**Run 1: sequential cells grouped by signal name**

Scale: 6 px per um. Other sequential cells in the stronger grey, the rest of the logic in the fainter grey.
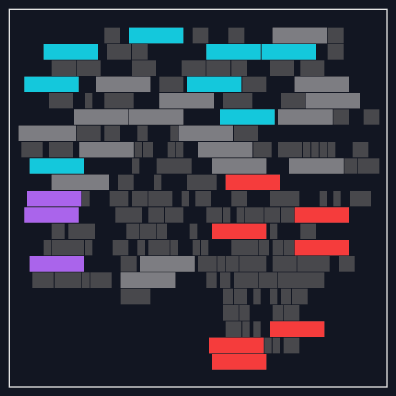
**Run 1: local utilization**

Scale: 6 px per um. The die is cut into 6 by 6 equal tiles; black is low, pale yellow is high, 0 to 100% covered.
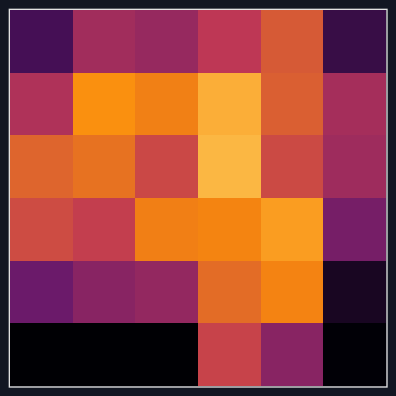
**Run 1: signal wires on met2**

Scale: 6 px per um.
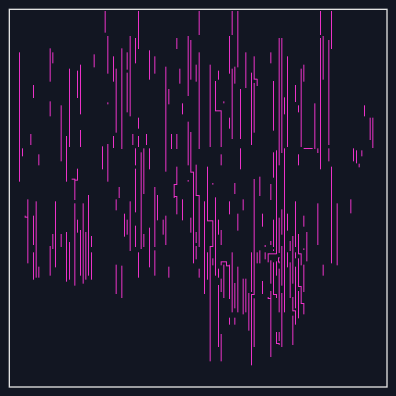
<file path="config.mk">
export PLATFORM = sky130hd
export DESIGN_NAME = uart_receiver_flat
export DESIGN_NICKNAME = d
export VERILOG_FILES = /design/src/rtl/uart_receiver_pkg.sv /design/src/rtl/uart_receiver_if.sv /design/src/rtl/uart_bit_timer.sv /design/src/rtl/uart_receiver.sv /design/src/flat_wrapper.sv
export SDC_FILE = /design/constraint.sdc
export NUM_CORES = 1
export LEC_CHECK = 0
export CAP_MARGIN = 15
export CORE_UTILIZATION = 45
export CTS_CLUSTER_DIAMETER = 60
export DETAILED_ROUTE_END_ITERATION = 7
export PLACE_DENSITY = 0.69
export SYNTH_ARGS = -nofsm -noshare
export SYNTH_HDL_FRONTEND = slang
export SYNTH_HIERARCHICAL = 1
export SYNTH_SLANG_ARGS = --single-unit
</file>
<file path="constraint.sdc">
create_clock -name clk -period 2.9 [get_ports clk]
set_clock_uncertainty 0.05 [all_clocks]
set_input_delay 0.87 -clock clk [delete_from_list [all_inputs] [get_ports clk]]
set_output_delay 0.87 -clock clk [all_outputs]
set_load 0.1 [all_outputs]
</file>
<file path="src/rtl/uart_receiver_pkg.sv">
// Shared UART receive definitions: FSM state encoding and 8N1 frame constants.
// The cycles-per-bit constant is also used by the transmitter instance.
package uart_receiver_pkg;

    localparam int UART_CLK_CYCLES_115200 = 87;
    localparam int DATA_BITS              = 8;
    localparam int STOP_BITS              = 1;

    typedef enum logic [2:0] {
        S_IDLE  = 3'd0,
        S_START = 3'd1,
        S_DATA  = 3'd2,
        S_STOP  = 3'd3,
        S_BREAK = 3'd4
    } rx_state_e;

endpackage

</file>
<file path="src/rtl/uart_receiver_if.sv">
// Byte-wide valid/ready stream between the UART receiver and its consumer.
// master = producer side (receiver), slave = consumer side.
interface uart_receiver_if;
    import uart_receiver_pkg::*;

    logic [DATA_BITS-1:0] data;
    logic                 valid;
    logic                 ready;

    modport master (
        output data,
        output valid,
        input  ready
    );

    modport slave (
        input  data,
        input  valid,
        output ready
    );

endinterface

</file>
<file path="src/rtl/uart_bit_timer.sv">
// Loadable down-counter with a level expiry strobe while the count sits at zero.
// Parameterised by width so the transmitter can share it.
module uart_bit_timer #(
    parameter int W = 8
) (
    input  logic         clk,
    input  logic         rst,
    input  logic         load_i,
    input  logic [W-1:0] load_val_i,
    output logic         expired_o
);

    logic [W-1:0] cnt_q;
    logic [W-1:0] cnt_d;

    // Parks at zero instead of wrapping; only a load moves it away.
    always_comb begin
        cnt_d = cnt_q;
        if (load_i) begin
            cnt_d = load_val_i;
        end else if (cnt_q != '0) begin
            cnt_d = cnt_q - W'(1);
        end
    end

    always_ff @(posedge clk or posedge rst) begin
        if (rst) begin
            cnt_q <= '0;
        end else begin
            cnt_q <= cnt_d;
        end
    end

    assign expired_o = (cnt_q == '0);

endmodule

</file>
<file path="src/rtl/uart_receiver.sv">
// 8N1 UART receiver: 2-flop synchroniser, mid-bit sampling FSM, and a one-entry
// valid/ready holding register with framing-error and overrun pulses.
module uart_receiver
    import uart_receiver_pkg::*;
#(
    parameter int CLK_CYCLES  = UART_CLK_CYCLES_115200,
    parameter int HALF_CYCLES = CLK_CYCLES / 2
) (
    input  logic             clk,
    input  logic             rst,
    input  logic             uart_rx,
    uart_receiver_if.master  rx_if,
    output logic             frame_err,
    output logic             overrun
);

    localparam int CNT_W = $clog2(CLK_CYCLES);
    localparam int IDX_W = $clog2(DATA_BITS);

    localparam logic [CNT_W-1:0] HALF_LOAD = CNT_W'(HALF_CYCLES - 1);
    localparam logic [CNT_W-1:0] BIT_LOAD  = CNT_W'(CLK_CYCLES - 1);
    localparam logic [IDX_W-1:0] LAST_IDX  = IDX_W'(DATA_BITS - 1);

    // Both flops reset to the idle level so reset release cannot look like a start bit.
    logic rx_meta_q;
    logic rx_s_q;

    always_ff @(posedge clk or posedge rst) begin
        if (rst) begin
            rx_meta_q <= 1'b1;
            rx_s_q    <= 1'b1;
        end else begin
            rx_meta_q <= uart_rx;
            rx_s_q    <= rx_meta_q;
        end
    end

    rx_state_e            state_q,     state_d;
    logic [IDX_W-1:0]     bit_idx_q,   bit_idx_d;
    logic [DATA_BITS-1:0] shift_q,     shift_d;
    logic                 commit_q,    commit_d;
    logic                 frame_err_q, frame_err_d;
    logic [DATA_BITS-1:0] data_q,      data_d;
    logic                 valid_q,     valid_d;
    logic                 overrun_q,   overrun_d;

    logic             tmr_load;
    logic [CNT_W-1:0] tmr_val;
    logic             tmr_exp;

    uart_bit_timer #(
        .W (CNT_W)
    ) u_bit_timer (
        .clk        (clk),
        .rst        (rst),
        .load_i     (tmr_load),
        .load_val_i (tmr_val),
        .expired_o  (tmr_exp)
    );

    always_comb begin
        state_d     = state_q;
        bit_idx_d   = bit_idx_q;
        shift_d     = shift_q;
        commit_d    = 1'b0;
        frame_err_d = 1'b0;
        tmr_load    = 1'b0;
        tmr_val     = BIT_LOAD;

        unique case (state_q)
            S_IDLE: begin
                if (!rx_s_q) begin
                    tmr_load = 1'b1;
                    tmr_val  = HALF_LOAD;
                    state_d  = S_START;
                end
            end

            S_START: begin
                if (tmr_exp) begin
                    if (rx_s_q) begin
                        state_d = S_IDLE;
                    end else begin
                        tmr_load  = 1'b1;
                        bit_idx_d = '0;
                        state_d   = S_DATA;
                    end
                end
            end

            S_DATA: begin
                if (tmr_exp) begin
                    shift_d  = {rx_s_q, shift_q[DATA_BITS-1:1]};
                    tmr_load = 1'b1;
                    if (bit_idx_q == LAST_IDX) begin
                        state_d = S_STOP;
                    end else begin
                        bit_idx_d = bit_idx_q + IDX_W'(1);
                    end
                end
            end

            // Leaving at the stop-bit midpoint rearms half a bit early for baud skew.
            S_STOP: begin
                if (tmr_exp) begin
                    if (rx_s_q) begin
                        commit_d = 1'b1;
                        state_d  = S_IDLE;
                    end else begin
                        frame_err_d = 1'b1;
                        state_d     = S_BREAK;
                    end
                end
            end

            S_BREAK: begin
                if (rx_s_q) begin
                    state_d = S_IDLE;
                end
            end

            default: begin
                state_d = S_IDLE;
            end
        endcase
    end

    // A commit into a full register succeeds only if the old byte leaves the same cycle.
    always_comb begin
        data_d    = data_q;
        valid_d   = valid_q;
        overrun_d = 1'b0;
        if (commit_q) begin
            if (!valid_q || rx_if.ready) begin
                data_d  = shift_q;
                valid_d = 1'b1;
            end else begin
                overrun_d = 1'b1;
            end
        end else if (valid_q && rx_if.ready) begin
            valid_d = 1'b0;
        end
    end

    always_ff @(posedge clk or posedge rst) begin
        if (rst) begin
            state_q     <= S_IDLE;
            bit_idx_q   <= '0;
            shift_q     <= '0;
            commit_q    <= 1'b0;
            frame_err_q <= 1'b0;
            data_q      <= '0;
            valid_q     <= 1'b0;
            overrun_q   <= 1'b0;
        end else begin
            state_q     <= state_d;
            bit_idx_q   <= bit_idx_d;
            shift_q     <= shift_d;
            commit_q    <= commit_d;
            frame_err_q <= frame_err_d;
            data_q      <= data_d;
            valid_q     <= valid_d;
            overrun_q   <= overrun_d;
        end
    end

    assign rx_if.data  = data_q;
    assign rx_if.valid = valid_q;
    assign frame_err   = frame_err_q;
    assign overrun     = overrun_q;

endmodule

</file>
<file path="src/flat_wrapper.sv">
// flat-port wrapper written by rule: the top's interface ports become plain ports
module uart_receiver_flat import uart_receiver_pkg::*;
#(
    parameter int CLK_CYCLES  = UART_CLK_CYCLES_115200,
    parameter int HALF_CYCLES = CLK_CYCLES / 2
)
  (clk, rst, uart_rx, frame_err, overrun, rx_if_data, rx_if_valid, rx_if_ready);
  uart_receiver_if rx_if_i ();
  input  logic clk;
  input  logic rst;
  input  logic uart_rx;
  output logic frame_err;
  output logic overrun;
  output wire logic [$bits(rx_if_i.data)-1:0] rx_if_data;
  output wire logic [$bits(rx_if_i.valid)-1:0] rx_if_valid;
  input wire logic [$bits(rx_if_i.ready)-1:0] rx_if_ready;
  assign rx_if_data = rx_if_i.data;
  assign rx_if_valid = rx_if_i.valid;
  assign rx_if_i.ready = rx_if_ready;
  uart_receiver #(.CLK_CYCLES(CLK_CYCLES), .HALF_CYCLES(HALF_CYCLES)) u_core (.clk(clk), .rst(rst), .uart_rx(uart_rx), .rx_if(rx_if_i), .frame_err(frame_err), .overrun(overrun));
endmodule
</file>
==> results.ini, run 1 <==
[run_status]
status = finished clean

[logic_synthesis]
ys_seq_share = 0.5294
synthAdderAreaFrac = 0.03017
ff_type = dfrtp_1
ys_types = 41
synth_area_um2 = 1659
syn_area_per_cell_um2 = 11.94
synth_compound_gate_area_share = 0.08145
yosys_area_um2 = 1659
simple_gate_share = 0.1637
edf_count = 0
ys_sh_mux = 0.1357
synth_warnings = 6
fp_nets = 147
ys_cells = 139
ys.flops = 35
top_logic_kind = simple AND/OR/NAND/NOR gates
postSynth.asyncResetShare = 1.000
synthXorXnorAreaFrac = 0.01056
synth_cells = 139

[finish]
layout.cells.non_filler = 205
nFillCells = 297
area_growth_pct = 14.10
diodes = 0
fin_nets = 166
final_cell_mix = 33 x dfrtp_1, 16 x mux2_2, 13 x buf_4
final_common_cell = dfrtp_1
design_area_um2 = 1893
drive_above_1_share = 0.2956

[power_and_ir_drop]
power_mw = 1.358
p_leak_nw = 0.9496
pwr-share-comb = 0.262
irDropWorstVdd_uv = 326.2
pwr-share-seq = 0.488
clock_power_share = 0.250
p_sw_mw = 0.4595
p_int_mw = 0.8986
p_per_area_nw_per_um2 = 717.4
swShare = 0.3383

[global_routing]
grt_start_max_net_pins = 29
grt_util_all_layers = 0.1582
grt_pass1_wl_mm = 4.602
antenna_found_initial = 0
grt_pass1_vias = 1016
grt_overflow = 0

[worst_setup_path]
worstReg2RegEnd = u_core/shift_q[1]$_DFFE_PP0P_
cp_slowest_cell = or4_4
crit_path_start = u_core/u_bit_timer/cnt_q[4]$_DFFE_PP0P_
crit_arrival_ns = 2.37
cp_num_cells = 5
crit_buf_inv = 0
rr_startpoint = u_core/u_bit_timer/cnt_q[4]$_DFFE_PP0P_
reg2reg_depth = 5
crit_path_end = u_core/shift_q[1]$_DFFE_PP0P_
reg2reg_slack_ns = 0.65
path_cells = or4_4 -> nor2_4 -> nand2_4 -> nor3_4 -> mux2_2
cp.required_ns = 3.02
max_stage_delay_ns = 0.59
worst_setup_path_end_kind = flop
path_class = reg2reg
path_delay_family = simple AND/OR/NAND/NOR gates
cp-start-kind = flop
critPathMaxFanout = 8

[drt]
vias = 1048
viasPerCell = 5.112
wire_per_inst_um = 12.87
initialDrtViolationCount = 24
wl_mm = 2.638
drcViolationCount = 0
drt.antenna.violating_nets = 0
dr.pass1.iters = 4

[floorplanning]
core_area_um2 = 3442
die_w_um = 62.72
die_h_um = 62.72
row_count = 21
chipArea_um2 = 3934
io_pins = 15
fp_util = 0.4820

[min_path]
whs_endpoint = u_core/rx_s_q$_DFF_PP1_
hp-start = u_core/rx_meta_q$_DFF_PP1_
hold_depth = 0
hold_class = reg2reg

[clock_network]
clk_latency_ns = 0.28
clock-sinks = 35
holdBufCountCts = 0
clockBufferDepth = 2
numCtsBuffers = 5
clockRootBuffer = clkbuf_8
path_clk_slew_ns = 0.07
cts_resized = 0
cts_setup_buffers = 0
ctsHtreeMaxLevel = 2
cts_tree = yes

[final_timing]
fmax_ghz = 0.4453
hold_viol = 0
slew_viol_final = 0
setup_viol_count_final = 0
setup_tns_ns = 0
setup_slack_ns = 0.6544
holdWs_ns = 0.3101
period_minus_slack_ns = 2.246
period_used_share = 0.7744
grt_setup_unrepaired = false

[place]
portBuffers = 14
gp_congestion = 0.7793
post-place-ws_ns = 0.6142
dp.cells = 197
placed_area_um2 = 1808
dp_hpwl_mm = 1.860

[flow_run]
warnings = 27
maxCapViolCount = 0

## Picture notes: 'sequential cells grouped by signal name'
colour	name in the netlist	placed flops
cyan	u_core/shift_q	8
red	u_core/u_bit_timer/cnt_q	7
purple	u_core/bit_idx_q	3
not coloured	17
Power Sequential: 0.663 mW
final core occ: 0.5500
Seq area share: 0.4640
Reg area: 878.3 um^2

## Picture notes: 'local utilization'
nearly empty tiles	11%
densest ninth of the die	middle
fullest tile	84%
mean over tiles	47%
tiles over 75% full	11%

## Picture notes: 'signal wires on met2'
share of all routed wire	49%
wire length on this layer	1290 um
longest straight run	27.2 um
nets with wire on the layer	145

## run 1: power by group through the flow
stage          combinational (mW)  clock [mW]  sequential, mW
6_report                    0.356       0.339           0.663
3_3_place_gp                0.342           0           0.665
4_1_cts                     0.359       0.353           0.661
2_1_floorplan               0.339           0           0.630
5_1_grt                     0.401       0.376           0.676
3_5_place_dp                0.355           0           0.670
## run 1: flip-flops by register name, indices dropped and copies added (netlist names)
register and flops:
u_core/frame_err 1, u_core/rx_if.valid 1, u_core/bit_idx_q 3, u_core/overrun 1, u_core/rx_if.data 8, u_core/state_q 3, u_core/rx_s_q 1, u_core/commit_q 1
u_core/u_bit_timer/cnt_q 7, u_core/rx_meta_q 1, u_core/shift_q 8
## run 1: Yosys cell counts (all sizes together) (3+ instances only)
library cell | count | share of area
nand3 | 3 | 0.0090
nand2 | 13 | 0.034
ha | 4 | 0.030
nor2 | 9 | 0.025
inv | 10 | 0.023
nor2b | 3 | 0.011
nor3 | 4 | 0.019
mux2 | 17 | 0.12
dfrtp | 33 | 0.50
nor3b | 4 | 0.021
o31ai | 5 | 0.023
a21oi | 4 | 0.012
mux2i | 3 | 0.018
## run 1: cell type report
type                    count  area, um^2  share of cell area
multi-input cells          90       706.9              0.3734
clock inverters             2       12.51            0.006609
flip-flops and latches     35       878.3              0.4640
repair buffers             16       127.6             0.06742
well taps                  46       57.56             0.03040
clock buffers               6       72.57             0.03833
inverters                  10       37.54             0.01983
## run 1: metal layers
layer	GRT usage	wire length, um	vias to the layer above	part of all wire
met5	0	0	-	0
met4	0.07558	46	0	0.017
met3	0.06569	129	5	0.049
met2	0.2541	1284	25	0.49
met1	0.1819	1177	506	0.45
li1	-	-	512	-
==> run 2: changes to the inputs <==
Settings changed: PLACE_DENSITY 0.69 to 0.71.
Clock period 2.9 ns to 2 ns, I/O delays scaled along.
**Run 2: signal wires on met2**

Scale: 6 px per um.
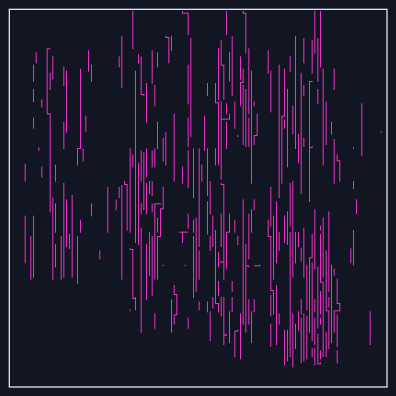
longest straight run	28.6 um
nets with wire on the layer	166
main direction	vertical
wire length on this layer	1580 um
share of all routed wire	50%

**Run 2: clock wiring as the flow saved it**

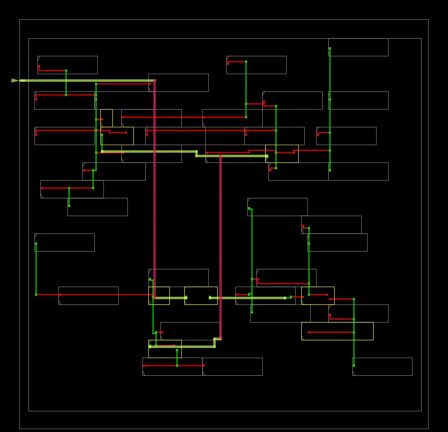
Clock Latency Late Sink: 0.29 ns
clock buffers: 5
Power Clock: 0.635 mW
CTS Buf Count: 5

**Run 2: local utilization**

Scale: 6 px per um. The die is cut into 6 by 6 equal tiles; black is low, pale yellow is high, 0 to 100% covered.
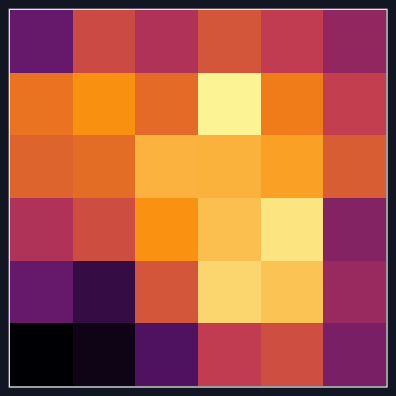
nearly empty tiles	2.8%
densest ninth of the die	middle
fullest tile	97%
emptiest ninth of the die	bottom left
Core ar.: 3442 um^2
final core occ: 0.6601
fp util: 0.4820

==> run 2 against run 1 <==
Effect of this change: die size did not move; area after synthesis unchanged; via count grew 8.6%; maximum frequency is 15% higher; critical path depth is 4 higher; first-iteration DRC count increased by 63%; critical path type unchanged; largest cell class unchanged.
==> results.ini, run 2 <==
[clock_network]
clock-sinks = 35
holdBufCountCts = 0
clockBufferDepth = 2
path_clk_slew_ns = 0.07
ctsHtreeMaxLevel = 2
clockRootBuffer = clkbuf_8
cts_tree = yes

[worst_setup_path]
crit_arrival_ns = 2.07
max_stage_delay_ns = 0.56
worst_setup_path_end_kind = flop
path_delay_family = simple AND/OR/NAND/NOR gates
reg2reg_slack_ns = 0.05
crit_buf_inv = 1
critPathMaxFanout = 8
path_cells = or4_4 -> nor2_4 -> nand2_4 -> a2bb2oi_2 -> nor2_2 -> buf_4 -> nor3_2 -> nand3_1 -> nand3_1
worstReg2RegEnd = u_core/u_bit_timer/cnt_q[6]$_DFFE_PP0P_
cp_num_cells = 9
cp_slowest_cell = or4_4
crit_path_start = u_core/u_bit_timer/cnt_q[4]$_DFFE_PP0P_
cp.required_ns = 2.12
cp-start-kind = flop

[flow_run]
warnings = 29

[final_timing]
period_minus_slack_ns = 1.953
setup_tns_ns = 0
hold_viol = 0
grt_setup_unrepaired = true
setup_viol_count_final = 0
period_used_share = 0.9767
slew_viol_final = 0
fmax_ghz = 0.5119

[finish]
area_growth_pct = 36.95
final_common_cell = dfrtp_1
design_area_um2 = 2272
nFillCells = 255
fin_nets = 184
diodes = 0
final_cell_mix = 33 x dfrtp_1, 18 x buf_4, 13 x buf_12

[power_and_ir_drop]
power_mw = 2.363
p_leak_nw = 1.100
pwr-share-seq = 0.379
p_per_area_nw_per_um2 = 1040
swShare = 0.3206
p_int_mw = 1.606
clock_power_share = 0.269

[logic_synthesis]
edf_count = 0
syn_area_per_cell_um2 = 11.94
synth.most_common_cell = dfrtp_1
synth_area_um2 = 1659
top_cell_area_share = 0.4977
yosys_area_um2 = 1659
ys_seq_share = 0.5294
ys_cells = 139
synth_top_cell_by_area = dfrtp_1
synth_cells = 139
postSynth.asyncResetShare = 1.000
ff_type = dfrtp_1
ys.flops = 35
fp_nets = 147

[floorplanning]
io_pins = 15
row_count = 21
die_w_um = 62.72
chipArea_um2 = 3934

[global_routing]
grt_pass1_vias = 1194
grt_overflow = 0
antenna_found_initial = 0
grt_pass1_wl_mm = 5.499
grt_start_max_net_pins = 29
grt_util_all_layers = 0.1858

[place]
placed_area_um2 = 2086
portBuffers = 14
dp_hpwl_mm = 2.202
gp_congestion = 0.8528

[drt]
viasPerCell = 5.103
drcViolationCount = 0
drt.antenna.violating_nets = 0
wl_mm = 3.155
vias = 1138

[min_path]
whs_endpoint = u_core/rx_s_q$_DFF_PP1_
hold_depth = 0
hold_class = reg2reg
hp-start = u_core/rx_meta_q$_DFF_PP1_

[run_status]
status = finished clean

-- run 2: power by group through the flow --
stage / clock network (mW) / logic (mW) / registers, mW
4_1_cts: 0.644 / 0.783 / 0.893
5_1_grt: 0.685 / 0.905 / 0.911
6_report: 0.635 / 0.834 / 0.895
3_5_place_dp: 0 / 0.755 / 0.904
2_1_floorplan: 0 / 0.502 / 0.914
3_3_place_gp: 0 / 0.723 / 0.898
-- run 2: per-stage QoR --
stage               std cells  hold slack (ns)  worst slack [ns]
floorplan                 139           0.2952          -0.03815
global placement          212           0.2963           0.05154
detailed placement        212           0.2976          -0.01459
global route              223           0.3107          -0.02605
CTS                       221           0.3080         0.0008993
finish                    223           0.3067           0.04667
-- run 2: cell families (layout without fill, tap and decap cells) --
family / count (synthesis) / in the layout / share of synthesized area
fa+ha+maj: 4 / 4 / 0.03017
other cells: 2 / 2 / 0.004527
xor+xnor: 2 / 2 / 0.01056
flops: 35 / 35 / 0.5294
compound gates: 18 / 18 / 0.08145
buf+inv: 14 / 52 / 0.04449
mux: 20 / 20 / 0.1357
simple gates: 44 / 44 / 0.1636
-- run 2: area by class of cell --
cell class	instances	area, um^2	share of cell area
repair buffers	34	425.4	0.1872
flip-flops and latches	35	878.3	0.3866
inverters	10	37.54	0.01652
clock inverters	3	43.79	0.01927
well taps	46	57.56	0.02533
multi-input cells	90	760.7	0.3348
clock buffers	5	68.82	0.03029
-- run 2: routing by layer --
layer	routed length, um	global-route usage
met1	1408	0.2212
met2	1576	0.3016
met3	110	0.06204
met4	61	0.08721
met5	0	0
-- run 2: what timing repair did --
item / CTS / global route
resized: 1 / 11
pin swaps: 1 / 0
hold endpoints to repair: 0 / 0
endpoints found under the setup margin: 3 / 11
buffers inserted: 1 / 2
Power figures rest on the tool's default switching activity, not on a simulated workload.
